File: src/rtl/pulse_measure.sv
// Pulse width / period meter on the de-glitched feedback level. Completed
// measurements leave through a one-entry valid/ready result register.
module pulse_measure #(
  parameter int _RAM_WIDTH = 32
) (
  input  logic                  io_clk,
  input  logic                  io_rst,
  input  logic                  io_enable,
  input  logic                  io_fb_catch,
  input  logic                  io_defaultLevel,
  input  logic [_RAM_WIDTH-1:0] io_timeout,
  input  logic                  io_ready,
  input  logic                  io_clrFlags,
  output logic                  io_valid,
  output logic [_RAM_WIDTH-1:0] io_width,
  output logic [_RAM_WIDTH-1:0] io_period,
  output logic                  io_overrun,
  output logic                  io_stall
);

  typedef enum logic [1:0] {
    IDLE = 2'd0,
    HIGH = 2'd1,
    LOW  = 2'd2
  } state_t;

  localparam logic [_RAM_WIDTH-1:0] CNT_ZERO = {_RAM_WIDTH{1'b0}};
  localparam logic [_RAM_WIDTH-1:0] CNT_ONE  = {{(_RAM_WIDTH-1){1'b0}}, 1'b1};

  state_t                  state_r;
  logic                    prev_r;
  logic                    dfl_r;
  logic [_RAM_WIDTH-1:0]   width_cnt_r;
  logic [_RAM_WIDTH-1:0]   period_cnt_r;

  logic act_s;
  logic prev_act_s;
  logic lead_s;
  logic trail_s;
  logic dfl_change_s;
  logic run_s;
  logic timeout_hit_s;
  logic emit_s;
  logic stall_set_s;
  logic overrun_set_s;

  // Counters stick at all-ones instead of wrapping to a bogus small value.
  function automatic logic [_RAM_WIDTH-1:0] sat_inc(input logic [_RAM_WIDTH-1:0] value);
    logic [_RAM_WIDTH-1:0] result;
    if (&value) begin
      result = value;
    end else begin
      result = value + CNT_ONE;
    end
    return result;
  endfunction

  // Edge decode relative to the idle level and qualification of emit/stall events
  always_comb begin
    act_s         = (io_fb_catch != io_defaultLevel);
    prev_act_s    = (prev_r != io_defaultLevel);
    lead_s        = act_s & ~prev_act_s;
    trail_s       = ~act_s & prev_act_s;
    dfl_change_s  = (io_defaultLevel != dfl_r);
    run_s         = io_enable & ~dfl_change_s;
    timeout_hit_s = (io_timeout != CNT_ZERO) && (period_cnt_r == io_timeout);
    emit_s        = 1'b0;
    stall_set_s   = 1'b0;
    case (state_r)
      HIGH: begin
        emit_s      = 1'b0;
        stall_set_s = run_s & timeout_hit_s;
      end
      LOW: begin
        emit_s      = run_s & lead_s;
        stall_set_s = run_s & ~lead_s & timeout_hit_s;
      end
      default: begin
        emit_s      = 1'b0;
        stall_set_s = 1'b0;
      end
    endcase
    overrun_set_s = emit_s & io_valid & ~io_ready;
  end

  // Measurement FSM, counters and the registered result/flag outputs
  always_ff @(posedge io_clk or posedge io_rst) begin
    if (io_rst) begin
      state_r      <= IDLE;
      prev_r       <= 1'b0;
      dfl_r        <= 1'b0;
      width_cnt_r  <= CNT_ZERO;
      period_cnt_r <= CNT_ZERO;
      io_valid     <= 1'b0;
      io_width     <= CNT_ZERO;
      io_period    <= CNT_ZERO;
      io_overrun   <= 1'b0;
      io_stall     <= 1'b0;
    end else begin
      prev_r <= io_fb_catch;
      dfl_r  <= io_defaultLevel;

      // A disable or a change of idle level abandons the measurement in flight.
      if (!run_s) begin
        state_r      <= IDLE;
        width_cnt_r  <= CNT_ZERO;
        period_cnt_r <= CNT_ZERO;
      end else begin
        case (state_r)
          IDLE: begin
            if (lead_s) begin
              state_r      <= HIGH;
              width_cnt_r  <= CNT_ONE;
              period_cnt_r <= CNT_ONE;
            end else begin
              width_cnt_r  <= CNT_ZERO;
              period_cnt_r <= CNT_ZERO;
            end
          end
          HIGH: begin
            if (stall_set_s) begin
              state_r      <= IDLE;
              width_cnt_r  <= CNT_ZERO;
              period_cnt_r <= CNT_ZERO;
            end else begin
              period_cnt_r <= sat_inc(period_cnt_r);
              if (trail_s) begin
                state_r <= LOW;
              end else if (act_s) begin
                width_cnt_r <= sat_inc(width_cnt_r);
              end
            end
          end
          LOW: begin
            if (emit_s) begin
              state_r      <= HIGH;
              width_cnt_r  <= CNT_ONE;
              period_cnt_r <= CNT_ONE;
            end else if (stall_set_s) begin
              state_r      <= IDLE;
              width_cnt_r  <= CNT_ZERO;
              period_cnt_r <= CNT_ZERO;
            end else begin
              period_cnt_r <= sat_inc(period_cnt_r);
            end
          end
          default: begin
            state_r      <= IDLE;
            width_cnt_r  <= CNT_ZERO;
            period_cnt_r <= CNT_ZERO;
          end
        endcase
      end

      // A full, unread register keeps its old data; the new result is dropped.
      if (emit_s && !overrun_set_s) begin
        io_valid  <= 1'b1;
        io_width  <= width_cnt_r;
        io_period <= period_cnt_r;
      end else if (!emit_s && io_valid && io_ready) begin
        io_valid <= 1'b0;
      end

      if (overrun_set_s) begin
        io_overrun <= 1'b1;
      end else if (io_clrFlags) begin
        io_overrun <= 1'b0;
      end

      if (stall_set_s) begin
        io_stall <= 1'b1;
      end else if (io_clrFlags) begin
        io_stall <= 1'b0;
      end
    end
  end

endmodule

File: config.mk
export PLATFORM = sky130hd
export DESIGN_NAME = pulse_measure
export DESIGN_NICKNAME = d
export VERILOG_FILES = /design/src/rtl/pulse_measure.sv
export SDC_FILE = /design/constraint.sdc
export NUM_CORES = 1
export LEC_CHECK = 0
export ABC_AREA = 1
export CORE_ASPECT_RATIO = 0.7
export CORE_MARGIN = 2
export CORE_UTILIZATION = 35
export CTS_CLUSTER_DIAMETER = 150
export DETAILED_ROUTE_END_ITERATION = 16
export GPL_ROUTABILITY_DRIVEN = 0
export HOLD_SLACK_MARGIN = 0.06
export PLACE_DENSITY = 0.6
export RECOVER_POWER = 25
export SKIP_LAST_GASP = 1
export SYNTH_ARGS = -nofsm -noshare
export SYNTH_HDL_FRONTEND = slang
export SYNTH_SLANG_ARGS = --single-unit
File: constraint.sdc
create_clock -name io_clk -period 11.1 [get_ports io_clk]
set_input_delay 3.33 -clock io_clk [delete_from_list [all_inputs] [get_ports io_clk]]
set_output_delay 3.33 -clock io_clk [all_outputs]
set_load 0.1 [all_outputs]
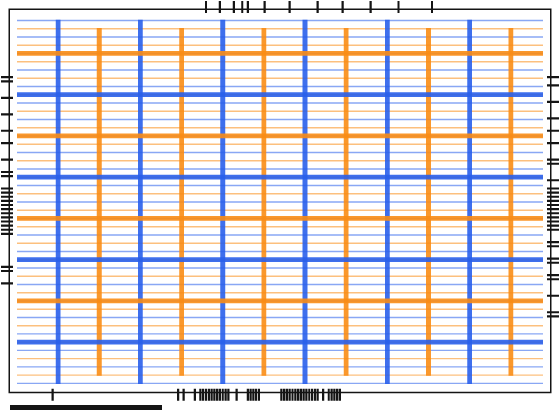
Figure 1: run 1, supply network.
Scale bar: 50 um. Pins as bars on the die edge.
VDD -> orange
VSS -> blue
met4 straps = 12
met5 straps = 8

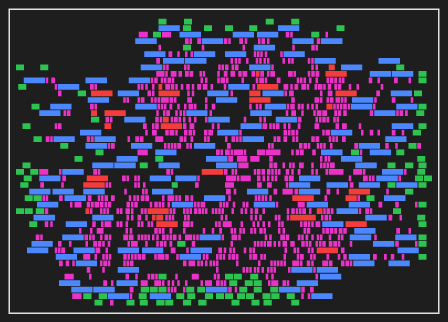
Figure 2: run 1, placed cells, one colour a class.
other buffers and delay cells -> green  # cells 106, share of their area 12%
all other logic -> magenta  # cells 858, share of their area 44%
flip-flops -> blue  # cells 135, share of their area 38%
clock drivers and dummy loads -> red  # cells 31, share of their area 6.3%

==> results_slide.txt, run 1 <==
Key Metrics from the Run

Outcome
  – Status: complete, but fails checks
  – Violations in the final reports: capacitance limit, slew limit

Setup path
  – Crit path arrival time: 6.91 ns
  – CP max FO: 84
  – Crit end category: async pin
  – Top delay family on crit path: buffers and inverters
  – R2R Path Start: width_cnt_r[0]
  – Worst path buffer plus inverter count: 3
  – CP startpoint: io_rst
  – Worst r2r path cells: 11
  – CP Depth: 3
  – Crit Path Category: in -> async
  – Startpoint Class: input port
  – Reg2Reg Setup Slack: 7.93 ns
  – Slowest CP cell: clkinvlp_2

Final timing
  – Pins Over Slew Limit: 85
  – RSZ-0062 raised after global routing: no
  – Final TNS setup: 0 ns
  – WHS: 0.4802 ns
  – Peak Freq: 155.5 MHz
  – Slew headroom: -151.5%
  – Worst-Margin Slew: 3.753 ns

Layout
  – Antenna diodes: 0
  – Layout Cells excl Fill: 1406
  – Clk_buf instances: 19
  – Final instance area: 9213 sq um
  – Flip-flops: 135
  – Fill cells: 2101
  – Comb_multi_in: 712
  – Number of non-clock buffers: 106
  – Register Area: 3378 sq um
  – Comb gate area: 3323 sq um
  – Area Overhead vs Synth: 24.10%
  – Clk cell area share: 6.057%

Floorplanning
  – Core Box Area: 20750 sq um
  – FP Util: 35.77%
  – Io pins: 106
  – Cell row count: 44
  – Die Ht: 125.8 um
  – Die Width: 178.1 um
  – Tapcells: 276
  – Die area: 22410 sq um

Synthesis
  – Ys flops: 135
  – Ys async rst share: 100.0%
  – Synth warnings: 0
  – EDFF count, synth: 0
  – # Cells Yosys: 1023
  – Xor/xnor share: 1.888%
  – Synth Area in Compound Gates: 7.332%
  – Distinct lib cells: 35
  – Yosys top cell by area: dfrtp_1

Power and ir drop
  – Leak Pwr: 4.075 nW
  – Sw power: 0.0002832 W
  – Pwr per Cell Area: 121.9 nW/um^2
  – Total design power: 0.001123 W
  – Sequential power: 0.000499 W
  – Sw Share: 25.22%

Clock tree
  – Postcts setup bufs: 0
  – Clk buf depth: 2
  – CTS Buf Count: 17
  – H-tree levels: 4
  – Clk pin slew, worst setup/hold paths: 0.06 ns
  – PostCTS Resize Cnt: 0
  – Hold_buf cts: 0

Global route
  – Busiest layer in global routing: met1
  – First-pass GRT wire length: 35340 um
  – Grt total ovfl: 0
  – Vias in the first global route: 6406
  – Largest net degree at the start of global routing: 124
  – Initial antenna violation count: 0

Routing
  – Routed wire length: 21740 um
  – Met3 wire len: 1976 um
  – Via count: 6907
  – Initial drt markers: 660
  – M1 WL: 11720 um
  – Top sig layer: met4

Placement
  – Port buffer count: 105
  – Dpl cell area: 8658 sq um

Min path
  – Hold_sp: io_period[8]

Run
  – Max-cap check violation count: 1
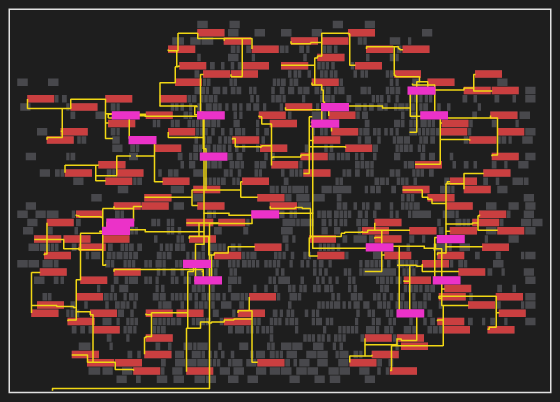
Figure 3: run 1, clock network drawn from the DEF.
clock wires -> yellow  # length 2030 um
cells driving clock nets -> magenta  # count 17
flip-flops -> red  # count 135
routed clock nets = 18

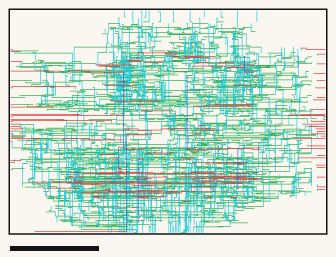
Figure 4: run 1, wiring by layer.
Scale bar: 50 um.
met4 -> blue  # wire length 217 um
met2 -> cyan  # wire length 7820 um
met3 -> red  # wire length 1980 um
met1 -> green  # wire length 11700 um

Figure 5. Congestion heat map (run 1).
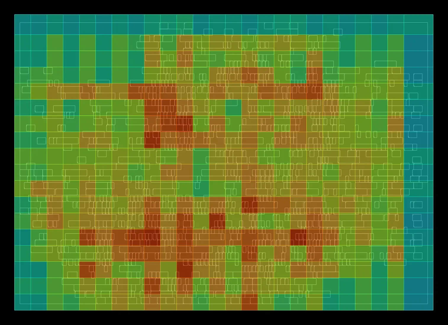

==> run 1 -> run 2 <==
--- a/config.mk
+++ b/config.mk
@@ -13,7 +13,7 @@
 export DETAILED_ROUTE_END_ITERATION = 16
 export GPL_ROUTABILITY_DRIVEN = 0
 export HOLD_SLACK_MARGIN = 0.06
-export PLACE_DENSITY = 0.6
+export PLACE_DENSITY = 0.62
 export RECOVER_POWER = 25
 export SKIP_LAST_GASP = 1
 export SYNTH_ARGS = -nofsm -noshare
==> constraint.sdc (replaced) <==
create_clock -name io_clk -period 5.61 [get_ports io_clk]
set_input_delay 1.683 -clock io_clk [delete_from_list [all_inputs] [get_ports io_clk]]
set_output_delay 1.683 -clock io_clk [all_outputs]
set_load 0.1 [all_outputs]
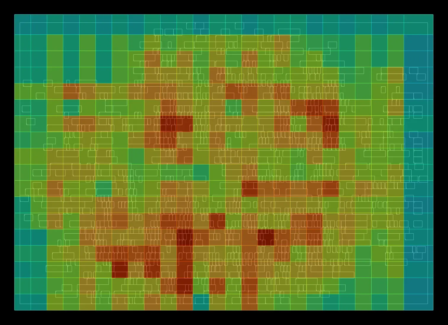
Figure 6: run 2, congestion heat map.
busiest layer in global routing: met1
met1 Use GR: 32.40%

==> results_slide.txt, run 2 <==
Key Metrics from the Run

Placement
  – Placement Setup Slack: 1.192 ns
  – Dpl cell area: 8688 sq um (+0.35%)
  – Port buffer count: 105 (unchanged)

Layout
  – Comb_multi_in: 712 (unchanged)
  – Flip-flops: 135 (unchanged)
  – Comb gate area: 3323 sq um (unchanged)
  – Fraction of layout cells with a size suffix above 1: 6.614%
  – Commonest non-fill, non-tap cell in the layout: nand2_1
  – Final instance area: 9345 sq um (+1.4%)
  – Area Overhead vs Synth: 25.89%
  – Number of non-clock buffers: 110 (+3.8%)
  – Top class by area: registers
  – Layout Cells excl Fill: 1410 (+0.28%)
  – Clk_buf instances: 18 (-1)
  – Fill cells: 2100 (-0.048%)
  – Clk cell area share: 7.042% (+0.99 points)
  – Antenna diodes: 0 (unchanged)
  – Register Area: 3378 sq um (unchanged)

Final timing
  – Pins Over Slew Limit: 93 (+9.4%)
  – Peak Freq: 242.6 MHz
  – RSZ-0062 raised after global routing: no
  – Final TNS setup: 0 ns (unchanged)
  – Worst-Margin Slew: 1.984 ns (-1.769 ns)
  – Slew headroom: -32.24% (+120 points)
  – WHS: 0.4826 ns (+0.002454 ns)
  – Clock skew: 0.009225 ns

Setup path
  – Reg2Reg Setup Slack: 2.57 ns (-5.36 ns)
  – Crit path arrival time: 4.42 ns (-2.49 ns)
  – Worst path buffer plus inverter count: 4 (+1)
  – Top delay family on crit path: simple AND/OR/NAND/NOR gates
  – Startpoint Class: input port
  – Slowest CP cell: dlygate4sd3_1
  – Crit end category: flip-flop
  – CP startpoint: io_defaultLevel
  – Crit Path Category: in -> reg
  – CP Depth: 14 (+11)
  – R2R Path Start: width_cnt_r[0]
  – Crit-path cells: dlygate4sd3_1 > inv_2 > nand2_2 > nand3_4 > inv_2 > nand2_1 > inv_2 > nand2_1 > nor2_2 > nand2_4 > nand3_4 > nand2_1 > nor3_1 > nor2_1
  – Setup crit end: width_cnt_r[10]
  – Worst r2r path cells: 12 (+1)
  – CP max FO: 49 (-42%)
  – Worst R2R End: width_cnt_r[1]

Clock tree
  – Clk pin slew, worst setup/hold paths: 0.06 ns (about the same)
  – Hold_buf cts: 0 (unchanged)
  – PostCTS Resize Cnt: 0 (unchanged)
  – H-tree levels: 4 (unchanged)
  – Clk buf depth: 2 (unchanged)
  – Postcts setup bufs: 0 (unchanged)
  – CTS Buf Count: 17 (unchanged)

Routing
  – Routed wire length: 21790 um (+0.23%)
  – Initial drt markers: 624 (-5.5%)
  – Met3 wire len: 2408 um (+22%)
  – M1 WL: 11130 um (-5.0%)
  – Via count: 6965 (+0.84%)
  – Top sig layer: met4
  – Post-route DRC: 0
  – Routed len/inst: 15.45 um

Floorplanning
  – Die Width: 178.1 um (unchanged)
  – Die area: 22410 sq um (unchanged)
  – Die Ht: 125.8 um (unchanged)
  – Io pins: 106 (unchanged)
  – Cell row count: 44 (unchanged)
  – FP Util: 35.77% (unchanged)
  – Core Box Area: 20750 sq um (unchanged)
  – Tapcells: 276 (unchanged)

Global route
  – First-pass GRT wire length: 35200 um (-0.39%)
  – Grt total ovfl: 0 (unchanged)
  – GRT Total Usage: 20.33%
  – Met2 Usage GRT: 25.03%
  – Vias in the first global route: 6487 (+1.3%)
  – Largest net degree at the start of global routing: 105 (-15%)
  – Initial antenna violation count: 0 (unchanged)

Synthesis
  – Synth Seq Share: 45.51%
  – Synth Area in Compound Gates: 7.332% (unchanged)
  – Yosys top cell by area: dfrtp_1
  – # Cells Yosys: 1023 (unchanged)
  – Synth top cell by count: nand2_1
  – EDFF count, synth: 0 (unchanged)
  – Ys flops: 135 (unchanged)
  – Synth warnings: 0 (unchanged)
  – Xor/xnor share: 1.888% (unchanged)
  – Distinct lib cells: 35 (unchanged)
  – Ys async rst share: 100.0% (unchanged)

Run
  – Max-cap check violation count: 1 (unchanged)

Outcome
  – Violations in the final reports: capacitance limit, slew limit
  – Status: complete, but fails checks

Min path
  – Hold_sp: io_period[5]
  – Hold depth: 2
  – Hold Path Sink: io_period[5]

Power and ir drop
  – Total design power: 0.002425 W (+120%)
  – Peak supply drop: 0.0001949 V
  – Sw power: 0.0005833 W (+110%)
  – Pwr per Cell Area: 259.5 nW/um^2 (+110%)
  – Leak Pwr: 4.149 nW (+1.8%)
  – Sw Share: 24.06% (-1.2 points)
  – Sequential power: 0.000986 W (+98%)
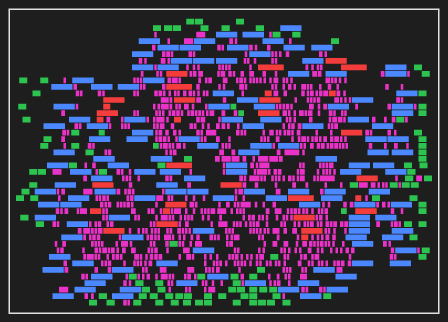
Figure 7: run 2, placed cells, one colour a class.
other buffers and delay cells -> green  # cells 110, share of their area 12%
clock drivers and dummy loads -> red  # cells 31, share of their area 7.3%
all other logic -> magenta  # cells 858, share of their area 43%
flip-flops -> blue  # cells 135, share of their area 38%

Power is estimated from default activity; no workload was simulated.
